## src/rtl/axi_uart_rx_slave.sv

```systemverilog
`default_nettype none
// ============================================================================
// Module   : axi_uart_rx_slave
// Brief    : AXI4-lite UART receiver with a UART-lite compatible register map.
// Revision : 1.0 - initial release
// ============================================================================
module axi_uart_rx_slave #(
    parameter int CLK_PER_BIT = 868,
    parameter int FIFO_ADDR_W = 4
) (
    input  logic        clk,
    input  logic        rstn,
    input  logic        rxd,
    input  logic        axi_awvalid,
    output logic        axi_awready,
    input  logic [31:0] axi_awaddr,
    input  logic [2:0]  axi_awprot,
    input  logic        axi_wvalid,
    output logic        axi_wready,
    input  logic [31:0] axi_wdata,
    input  logic [3:0]  axi_wstrb,
    output logic        axi_bvalid,
    input  logic        axi_bready,
    output logic [1:0]  axi_bresp,
    input  logic        axi_arvalid,
    output logic        axi_arready,
    input  logic [31:0] axi_araddr,
    input  logic [2:0]  axi_arprot,
    output logic        axi_rvalid,
    input  logic        axi_rready,
    output logic [31:0] axi_rdata,
    output logic [1:0]  axi_rresp
);

    localparam int                   c_cnt_w   = $clog2(CLK_PER_BIT);
    localparam int                   c_depth   = 1 << FIFO_ADDR_W;
    localparam logic [c_cnt_w-1:0]   c_half    = c_cnt_w'(CLK_PER_BIT / 2 - 1);
    localparam logic [c_cnt_w-1:0]   c_full    = c_cnt_w'(CLK_PER_BIT - 1);
    localparam logic [FIFO_ADDR_W:0] c_depth_v = (FIFO_ADDR_W + 1)'(c_depth);

    typedef enum logic [2:0] {
        S_IDLE      = 3'd0,
        S_START     = 3'd1,
        S_DATA      = 3'd2,
        S_STOP      = 3'd3,
        S_WAIT_HIGH = 3'd4
    } rx_state_t;

    rx_state_t              r_state, w_state_nxt;
    logic                   r_rxd_meta, r_rxd_s;
    logic [c_cnt_w-1:0]     r_cnt;
    logic [2:0]             r_bit;
    logic [7:0]             r_shift;
    logic                   w_cnt_clr, w_sample, w_push, w_frame_set;

    logic [7:0]             r_mem [c_depth];
    logic [FIFO_ADDR_W-1:0] r_wr_ptr, r_rd_ptr;
    logic [FIFO_ADDR_W:0]   r_count;
    logic                   r_ovr, r_ferr;

    logic                   r_arready, r_rvalid, r_wr_rdy, r_bvalid;
    logic [31:0]            r_rdata, w_rd_data;
    logic                   w_ar_hs, w_rd_fifo, w_rd_stat, w_pop, w_wr_hs, w_flush;
    logic                   w_not_empty, w_fifo_full, w_push_ok, w_ovr_set;
    logic                   w_unused;

    // Two-flop synchronizer; idles high so reset never looks like a start bit.
    always_ff @(posedge clk or negedge rstn) begin
        if (!rstn) begin
            r_rxd_meta <= 1'b1;
            r_rxd_s    <= 1'b1;
        end else begin
            r_rxd_meta <= rxd;
            r_rxd_s    <= r_rxd_meta;
        end
    end

    always_ff @(posedge clk or negedge rstn) begin
        if (!rstn) r_state <= S_IDLE;
        else       r_state <= w_state_nxt;
    end

    always_comb begin
        w_state_nxt = r_state;
        w_cnt_clr   = 1'b0;
        w_sample    = 1'b0;
        w_push      = 1'b0;
        w_frame_set = 1'b0;
        case (r_state)
            S_IDLE: if (!r_rxd_s) begin
                w_state_nxt = S_START;
                w_cnt_clr   = 1'b1;
            end
            S_START: if (r_cnt == c_half) begin
                w_cnt_clr   = 1'b1;
                w_state_nxt = r_rxd_s ? S_IDLE : S_DATA;
            end
            S_DATA: if (r_cnt == c_full) begin
                w_cnt_clr = 1'b1;
                w_sample  = 1'b1;
                if (r_bit == 3'd7) w_state_nxt = S_STOP;
            end
            S_STOP: if (r_cnt == c_full) begin
                w_cnt_clr = 1'b1;
                if (r_rxd_s) begin
                    w_push      = 1'b1;
                    w_state_nxt = S_IDLE;
                end else begin
                    w_frame_set = 1'b1;
                    w_state_nxt = S_WAIT_HIGH;
                end
            end
            S_WAIT_HIGH: if (r_rxd_s) w_state_nxt = S_IDLE;
            default: w_state_nxt = S_IDLE;
        endcase
    end

    always_ff @(posedge clk or negedge rstn) begin
        if (!rstn) begin
            r_cnt   <= '0;
            r_bit   <= '0;
            r_shift <= '0;
        end else begin
            r_cnt <= w_cnt_clr ? '0 : r_cnt + 1'b1;
            if (w_sample) begin
                r_bit   <= r_bit + 1'b1;
                r_shift <= {r_rxd_s, r_shift[7:1]};
            end else if (r_state == S_START) begin
                r_bit <= '0;
            end
        end
    end

    assign w_ar_hs     = axi_arvalid && r_arready;
    assign w_rd_fifo   = w_ar_hs && (axi_araddr[3:2] == 2'b00);
    assign w_rd_stat   = w_ar_hs && (axi_araddr[3:2] == 2'b10);
    assign w_not_empty = (r_count != '0);
    assign w_fifo_full = (r_count == c_depth_v);
    assign w_pop       = w_rd_fifo && w_not_empty;
    assign w_wr_hs     = r_wr_rdy && axi_awvalid && axi_wvalid;
    assign w_flush     = w_wr_hs && (axi_awaddr[3:2] == 2'b11) && axi_wdata[1];
    // A pop in the same cycle frees the slot the push needs; flush discards both.
    assign w_push_ok   = w_push && (!w_fifo_full || w_pop) && !w_flush;
    assign w_ovr_set   = w_push && w_fifo_full && !w_pop && !w_flush;

    always_ff @(posedge clk) begin
        if (w_push_ok) r_mem[r_wr_ptr] <= r_shift;
    end

    always_ff @(posedge clk or negedge rstn) begin
        if (!rstn) begin
            r_wr_ptr <= '0;
            r_rd_ptr <= '0;
            r_count  <= '0;
        end else if (w_flush) begin
            r_wr_ptr <= '0;
            r_rd_ptr <= '0;
            r_count  <= '0;
        end else begin
            if (w_push_ok) r_wr_ptr <= r_wr_ptr + 1'b1;
            if (w_pop)     r_rd_ptr <= r_rd_ptr + 1'b1;
            case ({w_push_ok, w_pop})
                2'b10:   r_count <= r_count + 1'b1;
                2'b01:   r_count <= r_count - 1'b1;
                default: r_count <= r_count;
            endcase
        end
    end

    // Error events beat a same-cycle clear so no event is ever lost.
    always_ff @(posedge clk or negedge rstn) begin
        if (!rstn) begin
            r_ovr  <= 1'b0;
            r_ferr <= 1'b0;
        end else begin
            if (w_ovr_set)                  r_ovr <= 1'b1;
            else if (w_flush || w_rd_stat)  r_ovr <= 1'b0;
            if (w_frame_set)                r_ferr <= 1'b1;
            else if (w_flush || w_rd_stat)  r_ferr <= 1'b0;
        end
    end

    always_comb begin
        w_rd_data = '0;
        case (axi_araddr[3:2])
            2'b00:   w_rd_data = {24'h0, w_not_empty ? r_mem[r_rd_ptr] : 8'h00};
            2'b10:   w_rd_data = {25'h0, r_ferr, r_ovr, 2'b00, 1'b1, w_fifo_full, w_not_empty};
            default: w_rd_data = '0;
        endcase
    end

    always_ff @(posedge clk or negedge rstn) begin
        if (!rstn) begin
            r_arready <= 1'b1;
            r_rvalid  <= 1'b0;
            r_rdata   <= '0;
        end else if (w_ar_hs) begin
            r_arready <= 1'b0;
            r_rvalid  <= 1'b1;
            r_rdata   <= w_rd_data;
        end else if (r_rvalid && axi_rready) begin
            r_rvalid  <= 1'b0;
            r_arready <= 1'b1;
        end
    end

    always_ff @(posedge clk or negedge rstn) begin
        if (!rstn) begin
            r_wr_rdy <= 1'b0;
            r_bvalid <= 1'b0;
        end else begin
            r_wr_rdy <= axi_awvalid && axi_wvalid && !r_bvalid && !r_wr_rdy;
            if (w_wr_hs)         r_bvalid <= 1'b1;
            else if (axi_bready) r_bvalid <= 1'b0;
        end
    end

    assign axi_arready = r_arready;
    assign axi_rvalid  = r_rvalid;
    assign axi_rdata   = r_rdata;
    assign axi_rresp   = 2'b00;
    assign axi_awready = r_wr_rdy;
    assign axi_wready  = r_wr_rdy;
    assign axi_bvalid  = r_bvalid;
    assign axi_bresp   = 2'b00;

    assign w_unused = ^{axi_awprot, axi_wstrb, axi_arprot, axi_awaddr[31:4], axi_awaddr[1:0],
                        axi_araddr[31:4], axi_araddr[1:0], axi_wdata[31:2], axi_wdata[0]};

endmodule
`default_nettype wire

```

## config.mk

```make
export PLATFORM = sky130hd
export DESIGN_NAME = axi_uart_rx_slave
export DESIGN_NICKNAME = d
export VERILOG_FILES = /design/src/rtl/axi_uart_rx_slave.sv
export SDC_FILE = /design/constraint.sdc
export NUM_CORES = 1
export LEC_CHECK = 0
export CAP_MARGIN = 20
export CELL_PAD_IN_SITES_DETAIL_PLACEMENT = 1
export CELL_PAD_IN_SITES_GLOBAL_PLACEMENT = 1
export CORE_UTILIZATION = 35
export DETAILED_ROUTE_END_ITERATION = 10
export MAX_ROUTING_LAYER = met4
export PLACE_DENSITY = 0.76
export SYNTH_ARGS = -nofsm -noshare
export SYNTH_HDL_FRONTEND = slang
export SYNTH_SLANG_ARGS = --single-unit
export TNS_END_PERCENT = 50
```

## constraint.sdc

```tcl
create_clock -name clk -period 8.48 [get_ports clk]
set_input_delay 1.696 -clock clk [delete_from_list [all_inputs] [get_ports clk]]
set_output_delay 1.696 -clock clk [all_outputs]
set_load 0.01 [all_outputs]
```

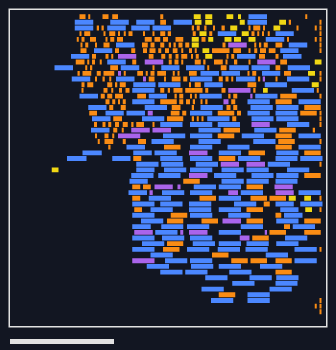
(run_1/cell_classes.png)
Bar = 50 um.
Purple marks clock drivers and dummy loads, cells 32, share of their area 7.0%. Orange marks all other logic, cells 290, share of their area 29%. Yellow marks other buffers and delay cells, cells 28, share of their area 3.2%. Blue marks flops, cells 181, share of their area 61%.

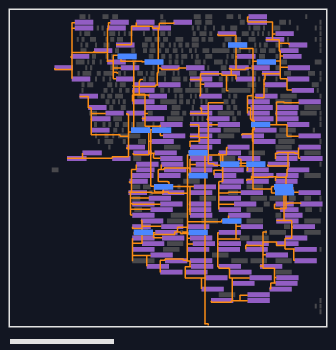
(run_1/clock_map.png)
Bar = 50 um.
Purple marks flip-flops, count 181. Blue marks cells driving clock nets, count 17. Orange marks clock wires, length 1920 um.
There are 18 routed clock nets.

==> run notes, run 1 <==
Physical implementation.

- The synthesis report names the predominant flop master as sky130_fd_sc_hd__edfxtp_1.
- After synthesis, the chip area reported by Yosys is 7810 um^2.
- The cell sequence reported for the critical path is clkdlybuf4s50_1, nand4bb_1, o21bai_2, a21oi_1, xor2_1, ha_1, or2_2, a21boi_0, o221ai_1, a211o_1, nand2_1.
- The global-route wire length before repair is 24.9 mm.
- The design has 181 sequential cells.
- The H-tree level count is 4.
- By area the synthesized netlist is led by sky130_fd_sc_hd__edfxtp_1 (49%), sky130_fd_sc_hd__dfrtp_1 (16%), sky130_fd_sc_hd__mux4_2 (12%), sky130_fd_sc_hd__buf_4 (2.8%), sky130_fd_sc_hd__nor2_1 (1.9%).
- The area fraction of the largest cell type after synthesis is 0.492.
- Along the critical path, the tally of buffer and inverter instances is 1.
- Clock skew on the completed layout was measured at 0.0130 ns.
- Pins over their slew limit in the final report were tallied at 0.
- In this run, the synthesized area fraction spent on AND-OR/OR-AND gates is recorded as 0.0362.
- Counting distinct cell types in the post-synthesis netlist gives 55.
- The OpenROAD report gives the critical path a required time of 8.79 ns.
- The register area share after synthesis is 0.662.
- The routed layout reports a DRC error count of 0.
- The final weighted congestion in routability-driven placement is 0.748.
- Synthesis produced a netlist whose cell count is 492.
- The fraction of synthesis flops using an asynchronous set or reset pin is 0.293.
- In this run the worst path has a maximum fanout of 7.
- The HPWL after detailed placement is 11.1 mm.
- The instance area after placement is 8230 um^2.
- Counting the buffers created by CTS gives 17.
- The arrival time at the worst endpoint is 4.63 ns.
- The synthesized cell area is 7810 um^2.
- For this run, the final setup violation count is recorded as 0.
- The post-detailed-route via-to-cell ratio is 5.07.
- The global-route track usage on met2 is 0.265.
- The final antenna diode tally reported by the flow is 0.
- The run finished with clean final reports.
- The setup slack after placement is 3.85 ns.
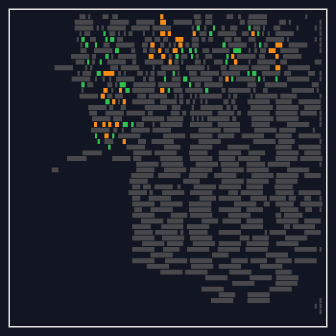
(run_1/gate_families.png)
Orange marks inverting AOI/OAI gates, cells 34. Green marks NAND gates, cells 47.
proportion of cell area occupied by multi-input gates: 0.271
Top cell excl fill/tap: sky130_fd_sc_hd__edfxtp_1
Finished Layout Cells: 811

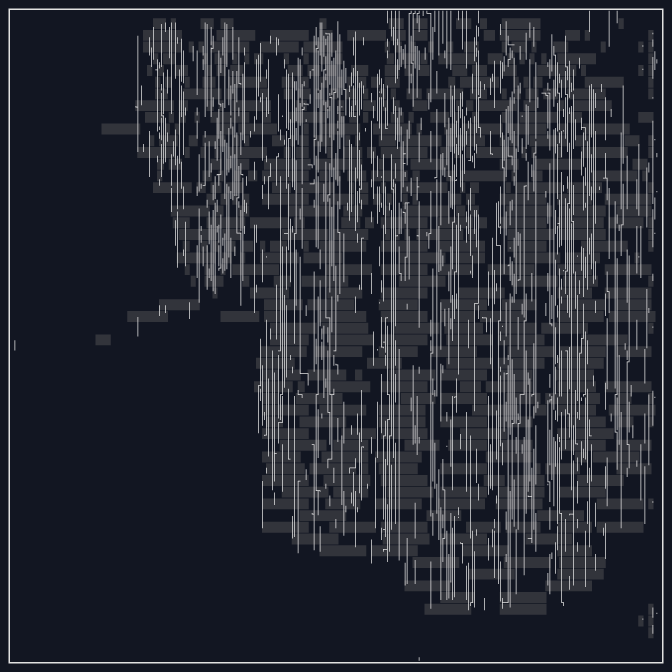
(run_1/met2.png)
The wires run mostly vertical. 492 nets have wire on it. The layer carries 8500 um of wire. The longest straight run is 64.9 um. The layer holds 53% of the routed length.
final wirelength: 16.0 mm
total number of vias: 4114

run 1: worst paths after layout:
check | start | endpoint | slack [ns] | cells after the start
worst max-delay path | axi_araddr[3] | r_count[4] | 4.16 | 11
worst min-delay path | r_rxd_meta | r_rxd_s | 0.36 | 0
worst max register to register | r_state[1] | r_count[4] | 4.89 | 10
worst min register to register | r_rxd_meta | r_rxd_s | 0.36 | 0
max in group asynchronous | rstn | r_rd_ptr[0] | 6.56 | 2
min in group asynchronous | rstn | axi_rvalid | 1.41 | 2
run 1: state kept, by name, summed over array words and instances, names as in the netlist, 3 cells and up:
name	flops
r_mem	128
r_cnt	10
axi_rdata	8
r_shift	8
r_count	5
r_rd_ptr	4
r_wr_ptr	4
r_bit	3
r_state	3
run 1: layout by cell type, fill, tap and decap left out, types with 3 or more instances in the layout:
cell,netlist,routed
sky130_fd_sc_hd__edfxtp_1,128,128
sky130_fd_sc_hd__dfrtp_1,50,48
sky130_fd_sc_hd__nor2_1,40,40
sky130_fd_sc_hd__mux4_2,40,40
sky130_fd_sc_hd__conb_1,1,28
sky130_fd_sc_hd__nand2_1,27,27
sky130_fd_sc_hd__clkdlybuf4s50_1,0,24
sky130_fd_sc_hd__clkbuf_16,0,17
sky130_fd_sc_hd__and2_1,15,15
sky130_fd_sc_hd__inv_1,13,13
sky130_fd_sc_hd__xor2_1,13,13
sky130_fd_sc_hd__o21ai_0,11,11
sky130_fd_sc_hd__ha_1,11,11
sky130_fd_sc_hd__nand3_1,10,10
sky130_fd_sc_hd__mux2_2,9,9
sky130_fd_sc_hd__a31oi_1,7,7
sky130_fd_sc_hd__nand4_1,6,6
sky130_fd_sc_hd__a21oi_1,6,6
sky130_fd_sc_hd__nor4_1,5,5
sky130_fd_sc_hd__nor3_1,5,5
sky130_fd_sc_hd__xnor2_1,5,5
sky130_fd_sc_hd__clkinv_2,0,5
sky130_fd_sc_hd__or2_2,3,3
sky130_fd_sc_hd__a22o_1,3,3
sky130_fd_sc_hd__dfstp_2,3,3
sky130_fd_sc_hd__bufinv_16,0,3
sky130_fd_sc_hd__clkbuf_1,12,3
sky130_fd_sc_hd__buf_4,29,3
run 1: cells in the mapped netlist (all sizes together), types with 9 or more instances:
library cell	number
edfxtp	128
dfrtp	50
nor2	41
mux4	40
buf	36
nand2	27
and2	15
inv	13
xor2	13
clkbuf	12
ha	11
o21ai	11
nand3	10
mux2	9
run 1: per-stage QoR:
stage / util / std cells / total power, uW / hold WS, ns
final: 0.404 / 811 / 1790 / 0.355
after global routing: 0.404 / 811 / 1840 / 0.360
after CTS: 0.404 / 811 / 1810 / 0.357
after detailed placement: 0.377 / 779 / 1020 / 0.347
after global placement: 0.377 / 779 / 1020 / 0.349
after floorplan: - / 519 / 1000 / 0.345
run 1: metal layers:
layer | vias up | routed length [um] | share of wire
met5 | - | 0 | 0
met4 | 0 | 354 | 0.022
met3 | 22 | 421 | 0.026
met2 | 93 | 8500 | 0.53
met1 | 2140 | 6740 | 0.42
li1 | 1859 | - | -
run 1: cell families after synthesis:
logic type | count (synthesis)
buf+inv | 61
fa+ha+maj | 11
xor+xnor | 18
mux | 51
compound gates | 41
other cells | 1
flops | 181
simple gates | 128
==> run 1 -> run 2 <==
- clock period: 8.48 -> 4 ns (I/O delays scaled with it)
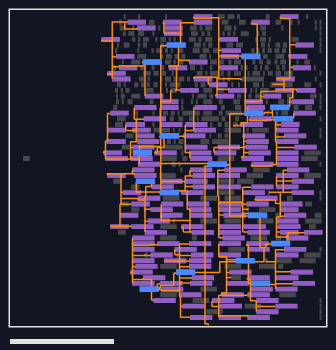
(run_2/clock_map.png)
Bar = 50 um.
Blue marks cells driving clock nets, count 17. Orange marks clock wires, length 1890 um. Purple marks flip-flops, count 181.
There are 18 routed clock nets.

==> run 2 against run 1 <==
  * Power up 110%
  * Flip-flop count unchanged
  * Critical path type unchanged
  * Highest routed layer unchanged
  * Clock skew down 0.0049 ns
  * Core utilization up 0.18 points
  * Non-clock buffer count up 7
==> run notes, run 2 <==
Physical implementation.

- The dominant logic cell type in the layout is sky130_fd_sc_hd__edfxtp_1.
- Sorting the synthesized cells by area gives the leading types as sky130_fd_sc_hd__edfxtp_1 (49%), sky130_fd_sc_hd__dfrtp_1 (16%), sky130_fd_sc_hd__mux4_2 (12%), sky130_fd_sc_hd__buf_4 (2.8%), sky130_fd_sc_hd__nor2_1 (1.9%).
- The H-tree was split into 4 levels.
- For reference, the final report shows the max-slew violation count at 0.
- The synthesized cell area is 7810 um^2.
- The peak supply drop is 308 uV.
- The area fraction in compound gates after synthesis is 0.0362.
- The top cell types in the final layout, fill and taps aside, are sky130_fd_sc_hd__edfxtp_1 (128), sky130_fd_sc_hd__dfrtp_1 (49), sky130_fd_sc_hd__nor2_1 (40), sky130_fd_sc_hd__mux4_2 (40), sky130_fd_sc_hd__conb_1 (28).
- 0 antenna diodes ended up in the layout.
- The remaining routing DRC violations is 0.
- The final weighted congestion recorded by global placement is 0.796.
- Per the detail_route report, vias per standard cell equal 5.03.
- Of the post-synthesis cell area, the dominant cell type holds 0.492.
- The register area share after synthesis is 0.662.
- For reference, the critical path cell chain is clkdlybuf4s50_1, nand4bb_1, o21bai_2, a21oi_1, xor2_1, ha_1, or2_2, a21boi_0, o221ai_1, a211o_1, nand2_1.
- The first global-routing pass estimated 25.1 mm of wire.
- The maximum fanout along the worst path is 7.
- The final layout contains 650 nets.
- The internal portion of the total power is 3030 uW.
- Data on the critical path arrives at its endpoint at 3.63 ns.
- The critical path endpoint has a required time of 4.37 ns.
- The largest registers in the layout are r_mem: 128 flops, r_cnt: 10 flops.
- For this run, the chip area from Yosys synthesis comes to 7810 um^2.
- The count of cell types in the netlist is 55.
- The fraction of synthesis flops using an asynchronous set or reset pin is 0.293.
- The flow ran to the end, and the final reports show no timing, DRC or antenna violations.
- The register with the most flip-flops in the layout has 128 of them.
- Summing over every cut layer, the via total after detailed routing is 4113.
- Clock skew on the completed layout was measured at 0.00810 ns.
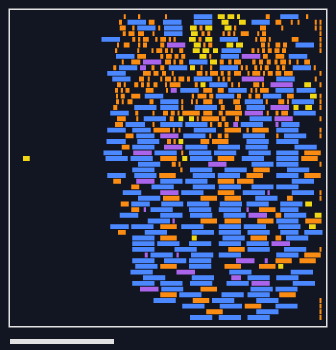
(run_2/cell_classes.png)
Bar = 50 um.
Orange marks all other logic, cells 290, share of their area 29%. Yellow marks other buffers and delay cells, cells 35, share of their area 3.8%. Blue marks flops, cells 181, share of their area 61%. Purple marks clock drivers and dummy loads, cells 32, share of their area 6.8%.
sequential fraction of total cell area: 0.584
final non-filler cell area: 8870 um^2
Core Region: 21800 um^2
standard-cell row count: 54

run 2: netlist changes by cell type in the layout (fill, tap and decap cells not counted), sizes merged:
cell | previous run | this run
buf | 4 | 11
clkinvlp | 2 | 1
clkbuf | 22 | 24
bufinv | 3 | 2
run 2: per-stage QoR:
step,cells,utilization,hold WS (ns),area [um^2],power [uW]
floorplan,519,-,0.345,7910,2120
global placement,786,0.380,0.351,8280,2160
detailed placement,786,0.380,0.352,8280,2160
CTS,818,0.406,0.312,8870,3800
global route,818,0.406,0.342,8870,3870
finish,818,0.406,0.317,8870,3760
run 2: cells by family (layout without fill, tap and decap cells):
kind of cell    after synthesis  in the layout
other cells                   1             28
flops                       181            181
compound gates               41             41
fa+ha+maj                    11             11
xor+xnor                     18             18
simple gates                128            128
buf+inv                      61             80
mux                          51             51
run 2: layout make-up:
class	count	share of cell area
Timing Repair Buffer	35	0.0361
Sequential cell	181	0.584
Multi-Input combinational cell	277	0.269
Clock inverter	8	0.0113
Tap cell	280	0.0395
Clock buffer	24	0.0545
Inverter	13	0.00550
run 2: worst max-delay path: cells and delay by family:
| kind | cells | cell delay [ns] |
|---|---|---|
| AND-OR/OR-AND | 5 | 1.35 |
| XOR/XNOR | 1 | 0.18 |
| adder cells (fa/ha/maj) | 1 | 0.25 |
| buffers and inverters | 1 | 0.49 |
| AND/OR/NAND/NOR | 3 | 0.56 |
run 2: power groups by stage:
stage                     combinational, uW  sequential (uW)  clock, uW
final                                   101             2020       1640
after floorplan                        55.1             2070          0
after detailed placement                102             2060          0
after global routing                    115             2030       1730
after global placement                 98.6             2060          0
after CTS                               102             2020       1670
run 2: layer usage:
layer  global-route usage  share of wire  wire length, um  vias up
li1                     -              -                -     1874
met1                0.181           0.41             6520     2144
met2                0.271           0.55             8690       82
met3               0.0208          0.031              487       13
met4               0.0585          0.014              221        0
met5                    -              0                0        -
run 2: path summary, 6_finish.rpt:
path / startpoint / endpoint / slack, ns / cells past startpoint
max in group asynchronous: rstn / r_rxd_meta / 2.82 / 2
worst min register to register: r_rxd_meta / r_rxd_s / 0.36 / 0
worst max-delay path: axi_araddr[3] / r_count[4] / 0.74 / 11
worst max register to register: r_cnt[0] / r_mem[4][6] / 0.90 / 6
min in group clk: r_rxd_meta / r_rxd_s / 0.36 / 0
worst min-delay path: rstn / axi_rvalid / 0.32 / 1
Power figures rest on the tool's default switching activity, not on a simulated workload.
